<file path="src/rtl/bootram_pkg.sv">
// Shared types and constants for the 8 KB boot RAM controller.
// The RAM is four 2Kx8 byte lanes addressed by a common word address.
package bootram_pkg;

  localparam int unsigned WIN_BYTES = 8192;
  localparam int unsigned NUM_LANES = 4;

  typedef enum logic [1:0] {
    ST_IDLE,
    ST_ISSUE,
    ST_WAIT,
    ST_RESP
  } state_e;

  typedef enum logic [1:0] {
    OP_RD,
    OP_WR,
    OP_LD
  } op_e;

  typedef enum logic {
    SRC_CPU = 1'b0,
    SRC_LD  = 1'b1
  } src_e;

endpackage

</file>
<file path="src/rtl/bootram_arb.sv">
// Two-way round-robin arbiter between the CPU and the loader.
// Grants are combinational; the last-grant register only moves when en is high.
module bootram_arb
  import bootram_pkg::*;
(
  input  logic clk,
  input  logic reset,
  input  logic en,
  input  logic req_cpu,
  input  logic req_ld,
  output logic gnt_cpu,
  output logic gnt_ld
);

  src_e last_q, last_d;

  always_comb begin
    // On a tie the requester that did not win last time goes first.
    gnt_ld  = en && req_ld && (!req_cpu || (last_q == SRC_CPU));
    gnt_cpu = en && req_cpu && !gnt_ld;
    last_d  = last_q;
    if (gnt_ld) begin
      last_d = SRC_LD;
    end else if (gnt_cpu) begin
      last_d = SRC_CPU;
    end
  end

  always_ff @(posedge clk) begin
    if (reset) begin
      last_q <= SRC_CPU;
    end else begin
      last_q <= last_d;
    end
  end

endmodule

</file>
<file path="src/rtl/bootram_ctrl.sv">
// Boot RAM controller: shares four byte-lane SRAMs between a picorv32 native
// bus port and a byte-wide loader, with CPU write protect and a loader counter.
module bootram_ctrl
  import bootram_pkg::*;
#(
  parameter logic [31:0] BASE_ADDR = 32'h0000_0000,
  parameter int          LANES     = 4
) (
  input  logic        clk,
  input  logic        reset,
  input  logic        mem_valid,
  input  logic [31:0] mem_addr,
  input  logic [31:0] mem_wdata,
  input  logic [3:0]  mem_wstrb,
  output logic        mem_ready,
  output logic [31:0] mem_rdata,
  input  logic        ld_valid,
  input  logic [12:0] ld_addr,
  input  logic [7:0]  ld_data,
  output logic        ld_ready,
  input  logic        wp,
  output logic        wp_viol,
  output logic [13:0] ld_cnt,
  output logic [3:0]  ram_ce,
  output logic [3:0]  ram_wre,
  output logic        ram_oce,
  output logic        ram_reset,
  output logic [10:0] ram_ad,
  output logic [31:0] ram_din,
  input  logic [31:0] ram_dout
);

  state_e      state_q, state_d;
  op_e         op_q, op_d;
  logic        mem_ready_q, mem_ready_d;
  logic        ld_ready_q, ld_ready_d;
  logic [31:0] mem_rdata_q, mem_rdata_d;
  logic [3:0]  ram_ce_q, ram_ce_d;
  logic [3:0]  ram_wre_q, ram_wre_d;
  logic [10:0] ram_ad_q, ram_ad_d;
  logic [31:0] ram_din_q, ram_din_d;
  logic        wp_viol_q, wp_viol_d;
  logic [13:0] ld_cnt_q, ld_cnt_d;

  logic             cpu_hit;
  logic             gnt_cpu, gnt_ld;
  logic [LANES-1:0] ld_lane;
  logic [8*LANES-1:0] ld_din_rep;
  logic             unused_addr_bits;

  // Word-aligned bus: the two low address bits never select anything.
  assign unused_addr_bits = ^mem_addr[1:0];

  assign cpu_hit = mem_valid && (mem_addr[31:13] == BASE_ADDR[31:13]);

  genvar gi;
  generate
    for (gi = 0; gi < LANES; gi++) begin : g_lane
      assign ld_lane[gi]             = (ld_addr[1:0] == 2'(gi));
      assign ld_din_rep[8*gi +: 8]   = ld_data;
    end
  endgenerate

  bootram_arb u_arb (
    .clk     (clk),
    .reset   (reset),
    .en      (state_q == ST_IDLE),
    .req_cpu (cpu_hit),
    .req_ld  (ld_valid),
    .gnt_cpu (gnt_cpu),
    .gnt_ld  (gnt_ld)
  );

  always_comb begin
    state_d     = state_q;
    op_d        = op_q;
    mem_ready_d = 1'b0;
    ld_ready_d  = 1'b0;
    mem_rdata_d = mem_rdata_q;
    ram_ce_d    = 4'h0;
    ram_wre_d   = 4'h0;
    ram_ad_d    = ram_ad_q;
    ram_din_d   = ram_din_q;
    wp_viol_d   = wp_viol_q;
    ld_cnt_d    = ld_cnt_q;

    unique case (state_q)
      ST_IDLE: begin
        if (gnt_ld) begin
          op_d      = OP_LD;
          ram_ce_d  = ld_lane;
          ram_wre_d = ld_lane;
          ram_ad_d  = ld_addr[12:2];
          ram_din_d = ld_din_rep;
          state_d   = ST_ISSUE;
        end else if (gnt_cpu) begin
          ram_ad_d = mem_addr[12:2];
          state_d  = ST_ISSUE;
          if (mem_wstrb == 4'h0) begin
            op_d     = OP_RD;
            ram_ce_d = 4'hF;
          end else begin
            // A protected write is dropped at the RAM but still acknowledged.
            op_d      = OP_WR;
            ram_din_d = mem_wdata;
            if (wp) begin
              wp_viol_d = 1'b1;
            end else begin
              ram_ce_d  = mem_wstrb;
              ram_wre_d = mem_wstrb;
            end
          end
        end
      end
      ST_ISSUE: begin
        if (op_q == OP_RD) begin
          state_d = ST_WAIT;
        end else begin
          state_d = ST_RESP;
          if (op_q == OP_LD) begin
            ld_ready_d = 1'b1;
            if (ld_cnt_q != 14'(WIN_BYTES)) begin
              ld_cnt_d = ld_cnt_q + 14'd1;
            end
          end else begin
            mem_ready_d = 1'b1;
          end
        end
      end
      ST_WAIT: begin
        mem_rdata_d = ram_dout;
        mem_ready_d = 1'b1;
        state_d     = ST_RESP;
      end
      ST_RESP: begin
        state_d = ST_IDLE;
      end
      default: begin
        state_d = ST_IDLE;
      end
    endcase
  end

  always_ff @(posedge clk) begin
    if (reset) begin
      state_q     <= ST_IDLE;
      op_q        <= OP_RD;
      mem_ready_q <= 1'b0;
      ld_ready_q  <= 1'b0;
      mem_rdata_q <= 32'h0;
      ram_ce_q    <= 4'h0;
      ram_wre_q   <= 4'h0;
      ram_ad_q    <= 11'h0;
      ram_din_q   <= 32'h0;
      wp_viol_q   <= 1'b0;
      ld_cnt_q    <= 14'h0;
    end else begin
      state_q     <= state_d;
      op_q        <= op_d;
      mem_ready_q <= mem_ready_d;
      ld_ready_q  <= ld_ready_d;
      mem_rdata_q <= mem_rdata_d;
      ram_ce_q    <= ram_ce_d;
      ram_wre_q   <= ram_wre_d;
      ram_ad_q    <= ram_ad_d;
      ram_din_q   <= ram_din_d;
      wp_viol_q   <= wp_viol_d;
      ld_cnt_q    <= ld_cnt_d;
    end
  end

  assign mem_ready = mem_ready_q;
  assign mem_rdata = mem_rdata_q;
  assign ld_ready  = ld_ready_q;
  assign wp_viol   = wp_viol_q;
  assign ld_cnt    = ld_cnt_q;
  assign ram_ce    = ram_ce_q;
  assign ram_wre   = ram_wre_q;
  assign ram_oce   = 1'b1;
  assign ram_reset = reset;
  assign ram_ad    = ram_ad_q;
  assign ram_din   = ram_din_q;

endmodule
</file>
<file path="config.mk">
export PLATFORM = sky130hd
export DESIGN_NAME = bootram_ctrl
export DESIGN_NICKNAME = d
export VERILOG_FILES = /design/src/rtl/bootram_pkg.sv /design/src/rtl/bootram_arb.sv /design/src/rtl/bootram_ctrl.sv
export SDC_FILE = /design/constraint.sdc
export NUM_CORES = 1
export LEC_CHECK = 0
export CAP_MARGIN = 30
export CORE_MARGIN = 1.5
export CORE_UTILIZATION = 42
export DETAILED_ROUTE_END_ITERATION = 10
export PLACE_DENSITY = 0.84
export SYNTH_ARGS = -nofsm -noshare
export SYNTH_HDL_FRONTEND = slang
export SYNTH_SLANG_ARGS = --single-unit
</file>
<file path="constraint.sdc">
create_clock -name clk -period 3.9 [get_ports clk]
set_input_delay 0.585 -clock clk [delete_from_list [all_inputs] [get_ports clk]]
set_output_delay 0.585 -clock clk [all_outputs]
set_load 0.005 [all_outputs]
</file>
==> impl_metrics.toml, run 1 <==
# yosys + openroad results
[status]
status = "complete, no violations"

[setup_path]
reg2reg_from = "state_q[0]"
cp_max_fo = 14
cp_slowest_cell = "nor4_1"
crit_path_end_kind = "flop"
startpoint = "mem_addr[22]"
worstRegToRegCells = 7
crit_cells = 7
worstSetupPathType = "input pin to flop"
crit_chain = "clkdlybuf4s50_1 > nor4_1 > nand3_1 > o21ai_2 > buf_4 > o22ai_1 > a211oi_1"
max_stage_delay_ns = 0.58
startpoint_type = "input pin"
cp.arrival_ns = 3.01

[placed_design]
placed_area_sq_um = 6521
dp_cells = 753
port_buffers = 224
hpwl_microns = 9351
gp_congestion = 0.8739

[route]
wl_met2_microns = 6134
drtIter0Drc = 137
drt-vias-per-instance = 5.206
routed-wl-met3_microns = 1127
drc_errors = 0
vias = 4009
dr.pass1.iters = 4

[layout]
final_util_pct = 69.02
drive_gt1_share_pct = 8.006
nNetsFinal = 764
fin_cells = 770
final_cell_mix = "clkdlybuf4s50_1, dfxtp_1, nor2_1, mux2i_1, inv_1"
comb_area_sq_um = 1903
regArea_sq_um = 2102

[logic_synthesis]
synth_flops = 105
enable_flop_cells = 0
top_logic_kind = "AND-OR/OR-AND gates"
yosys_area_sq_um = 4203
syn_area_per_cell_sq_um = 10.08
yosys_cells = 417
synthXorXnorAreaFrac_pct = 2.709
synth_top_flop_cell = "dfxtp_1"
simple_gate_area_share_pct = 15.45
syn_nets = 549
fa_ha_area_share_pct = 1.786
mux_share_pct = 9.288
syn_area_sq_um = 4203

[sta]
fin_crit_ns = 2.734
worst_pin_slew_ns = 0.7396
hold_viol = 0
fin_setup_tns_ns = 0
finalSetupViolCount = 0
finalClockSkew_ns = 0.01305
slew_headroom_pct = 50.69

[pwr]
top_power_group = "registers"
power_switching_mw = 0.9903
internal_power_mw = 2.218
power_density_nw_per_um2 = 477.7
pg_comb_mw = 1.21
seq-power_mw = 1.38
power_clock_mw = 0.620
sw_frac_of_total_pct = 30.87

[die]
io_pins = 228
num_rows = 36
dieArea_sq_um = 10620
fp.dieH_microns = 103.0
core_area_sq_um = 9729
die_w_microns = 103.0

[hold_path]
hold_start = "ram_ad[4]"
hold_depth = 2

[run]
drv_cap = 0
tool_warnings = 32

[clock_tree]
clkTransAtPathRegs_ns = 0.11
cts_made_buffers = 9
cts.hold.buffers_added = 0
clock_latency_ns = 0.36
clockBufferDepth = 2
run 1: registers in the layout, indices dropped and copies added, names as in the netlist:
name / cells
ld_ready: 1
op_q: 2
ram_ad: 11
ld_cnt: 14
mem_ready: 1
ram_wre: 4
wp_viol: 1
ram_din: 32
u_arb.last_q: 1
mem_rdata: 32
state_q: 2
ram_ce: 4
run 1: per-layer routing:
layer	track usage, %	up-vias
met5	0	-
met4	8.108	0
met3	5.763	24
met2	38.26	168
met1	25.62	1879
li1	-	1938
run 1: final cells by class:
| class | instances | share of cell area, % |
|---|---|---|
| clock buffer | 9 | 1.845 |
| clock inverter | 7 | 0.7453 |
| inverter | 20 | 1.118 |
| multi-input combinational | 266 | 28.34 |
| sequential | 105 | 31.30 |
| tap | 133 | 2.478 |
| timing repair buffer | 230 | 34.17 |
run 1: worst reg2reg max path: cells and delay by family, from the launching register on:
family / cells / cell delay [ns]
AOI/OAI and AO/OA: 2 / 0.32
adders and majority gates: 1 / 0.27
buffers and inverters: 2 / 0.40
DFF: 1 / 0.33
and+or+nand+nor: 2 / 0.84
run 1: Yosys cell counts, types with 5 or more instances:
cell      number  area (sq um)
a221o_2        5         56.30
mux2i_1       39         390.4
a21oi_1       16         80.08
nor4_1         8         50.05
xor2_1        10         87.58
clkbuf_1      15         56.30
o22ai_1       11         68.82
nor3b_1        6         45.04
a211oi_1      12         90.09
a221o_1       10         100.1
o221a_2       12         135.1
and3_1         5         31.28
nand2_1       11         41.29
o21ai_0       11         55.05
nor2_1        55         206.5
nand3_1       10         50.05
dfxtp_1      105          2102
inv_1         20         75.07
ha_1           6         75.07
run 1: path summary, 6_finish.rpt:
check / to / slack, ns
setup / recovery: ram_ad[9] / 1.17
hold / removal: ram_ad[4] / 0.47
setup reg to reg: ram_ce[1] / 1.68
hold reg to reg: ram_ad[4] / 0.47
### Gate-type map, run 1

The bar under the picture is 20 microns long.
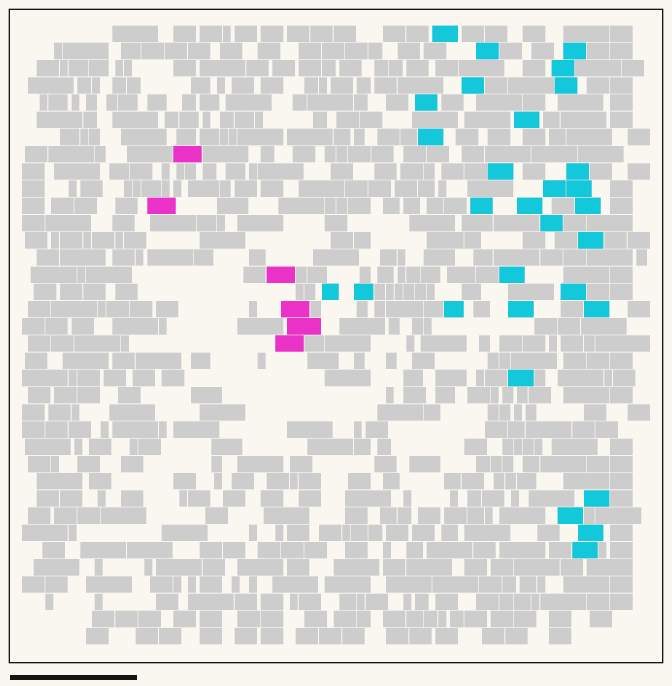
| family | colour | cells | most used | where |
|---|---|---|---|---|
| adder and majority cells | magenta | 6 | ha_1 | centre |
| AND-OR and OR-AND gates | cyan | 30 | o221a_2 | a column on the right |
most frequent logic cell in the layout: clkdlybuf4s50_1
fraction of area in multi-input gates: 28.34%

### Track usage over the die, run 1

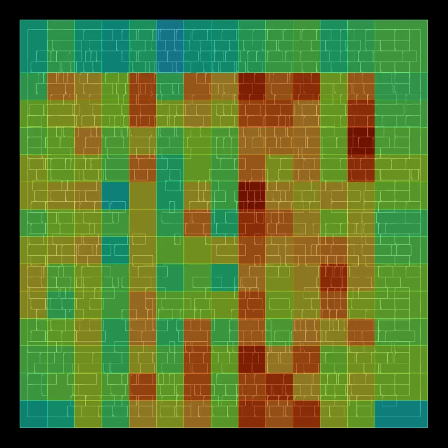
wire per inst: 15.99 microns
GR Util met3: 5.763%
GR Util met2: 38.26%
busiest grt layer: met2
global router's overall resource usage: 21.84%

### Sizing map, run 1

The bar under the picture is 20 microns long.
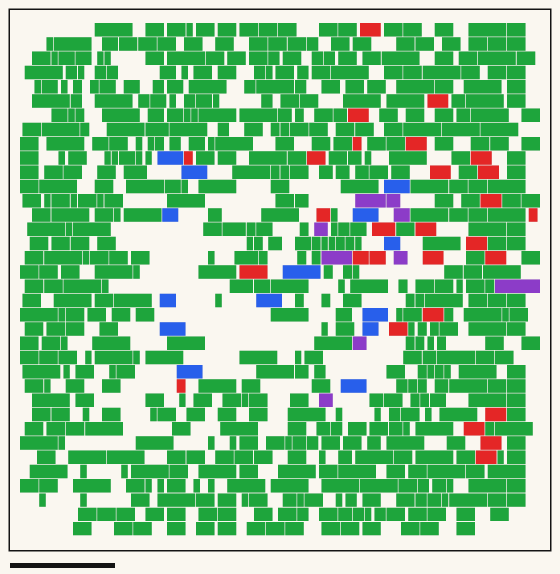
| size | colour | cells | share |
|---|---|---|---|
| drive 1 or less | green | 586 | 92% |
| drive 3 to 4 | purple | 9 | 1.4% |
| drive 2 | red | 28 | 4.4% |
| drive 6 and up | blue | 14 | 2.2% |
worst setup margin: 1.166 ns
synthesis-to-finish area growth: 59.78%
bufs w/o clock: 230
Post-Layout Inst Area: 6715 sq um

### Placement by cell class, run 1

The bar under the picture is 20 microns long.
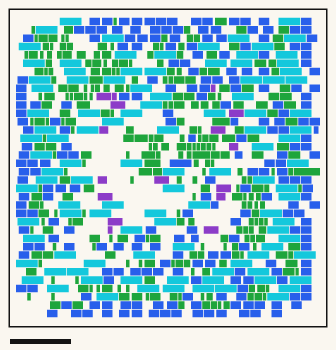

--- run 2 (diff from run 1) ---
CORE_UTILIZATION = 39   (was 42)
PLACE_DENSITY = 0.78   (was 0.84)
clock period = 2.7 ns   (was 3.9 ns; I/O delays follow)
### Placement by cell class, run 2

The bar under the picture is 20 microns long.
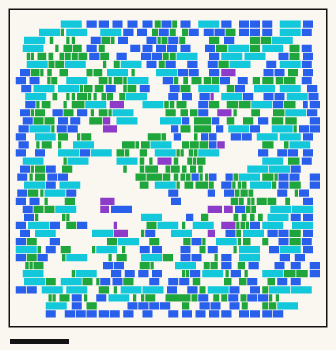
| class | colour | cells |
|---|---|---|
| clock drivers and dummy loads | purple | 16 |
| flip-flops | cyan | 105 |
| all other logic | green | 286 |
| other buffers and delay cells | blue | 238 |

### Sizing map, run 2

The bar under the picture is 20 microns long.
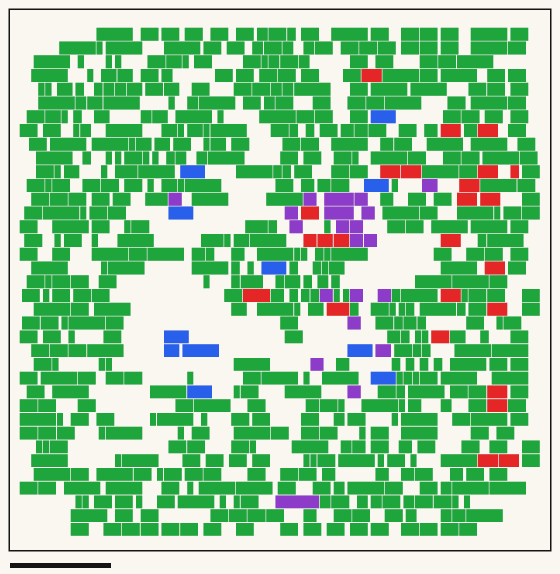
synthesis-to-finish area growth: 61.24%
Post-Layout Inst Area: 6777 sq um
worst setup margin: 0.4301 ns
bufs w/o clock: 238

==> impl_metrics.toml, run 2 <==
# yosys + openroad results
[route]
vias = 3956
routed-wl-met3_microns = 965
dr.pass1.iters = 4
drtIter0Drc = 141
wl_met2_microns = 6102

[layout]
lay_top_count = "clkdlybuf4s50_1"
nNetsFinal = 772
final_cell_mix = "clkdlybuf4s50_1, dfxtp_1, nor2_1, mux2i_1, inv_1"
fin_cells = 781

[status]
status = "complete, no violations"

[setup_path]
worstRegToRegCells = 6
startpoint_type = "input pin"

[global_routing]
gr-usage-met1_pct = 24.28
use_met2_pct = 37.59
gr-max-usage-layer = "met2"
grt_use_total_pct = 21.39

[logic_synthesis]
synth_flops = 105
syn_area_per_cell_sq_um = 10.08
yosys_cells = 417
enable_flop_cells = 0

[sta]
finalSetupViolCount = 0
fin_setup_tns_ns = 0
fin_crit_ns = 2.270
slew_headroom_pct = 66.16

[clock_tree]
cts.hold.buffers_added = 0
clockBufferDepth = 2
clock_latency_ns = 0.36
clkTransAtPathRegs_ns = 0.09
cts_made_buffers = 9

[hold_path]
hold_start = "reset"
hold_depth = 2

[die]
die_w_microns = 106.8
dieArea_sq_um = 11410

[placed_design]
gp_congestion = 0.8349

[pwr]
power_density_nw_per_um2 = 686.8
==> run 2: logic make-up (layout without fill, tap and decap cells) <==
family                   after synthesis  after routing  share of synthesized area [%]
AND/OR/NAND/NOR                      120            120                          15.45
flip-flops                           105            105                          50.01
AND-OR/OR-AND                         87             87                          15.90
buffers and inverters                 46            274                          4.763
multiplexers                          39             39                          9.288
XOR/XNOR                              13             13                          2.709
adder cells (fa/ha/maj)                6              6                          1.786
other                                  1              1                        0.08923
==> run 2: critical path: stages <==
cell,delay (ns)
clkdlybuf4s50_1,0.43
nor4_1,0.39
nand3_1,0.30
o21a_2,0.37
or2_4,0.34
o221a_2,0.28
==> run 2: final cells by class <==
| class | count | area [sq um] | share of cell area (%) |
|---|---|---|---|
| Clock buffer | 11 | 131.4 | 1.939 |
| Clock inverter | 5 | 40.04 | 0.5908 |
| Inverter | 20 | 75.07 | 1.108 |
| Multi-Input combinational cell | 266 | 1903 | 28.08 |
| Sequential cell | 105 | 2102 | 31.02 |
| Tap cell | 136 | 170.2 | 2.511 |
| Timing Repair Buffer | 238 | 2355 | 34.75 |
==> run 2: how the worst max path moves through the flow <==
stage,start,endpoint,slack (ns),cells after the start
6_report,mem_addr[18],ram_din[12],0.43,6
5_1_grt,mem_addr[18],ram_din[19],0.35,6
4_1_cts,mem_addr[18],ram_din[12],0.44,6
3_5_place_dp,mem_addr[18],ram_din[3],0.07,6
3_3_place_gp,mem_addr[17],ram_din[11],0.15,7
2_1_floorplan,mem_wstrb[0],ram_din[0],0.73,7
==> run 2: power breakdown <==
part / total, mW / switching, mW / internal, mW
Clock: 0.890 / 0.548 / 0.342
Combinational: 1.77 / 0.726 / 1.05
Sequential: 1.99 / 0.153 / 1.84
Power is estimated from default activity; no workload was simulated.
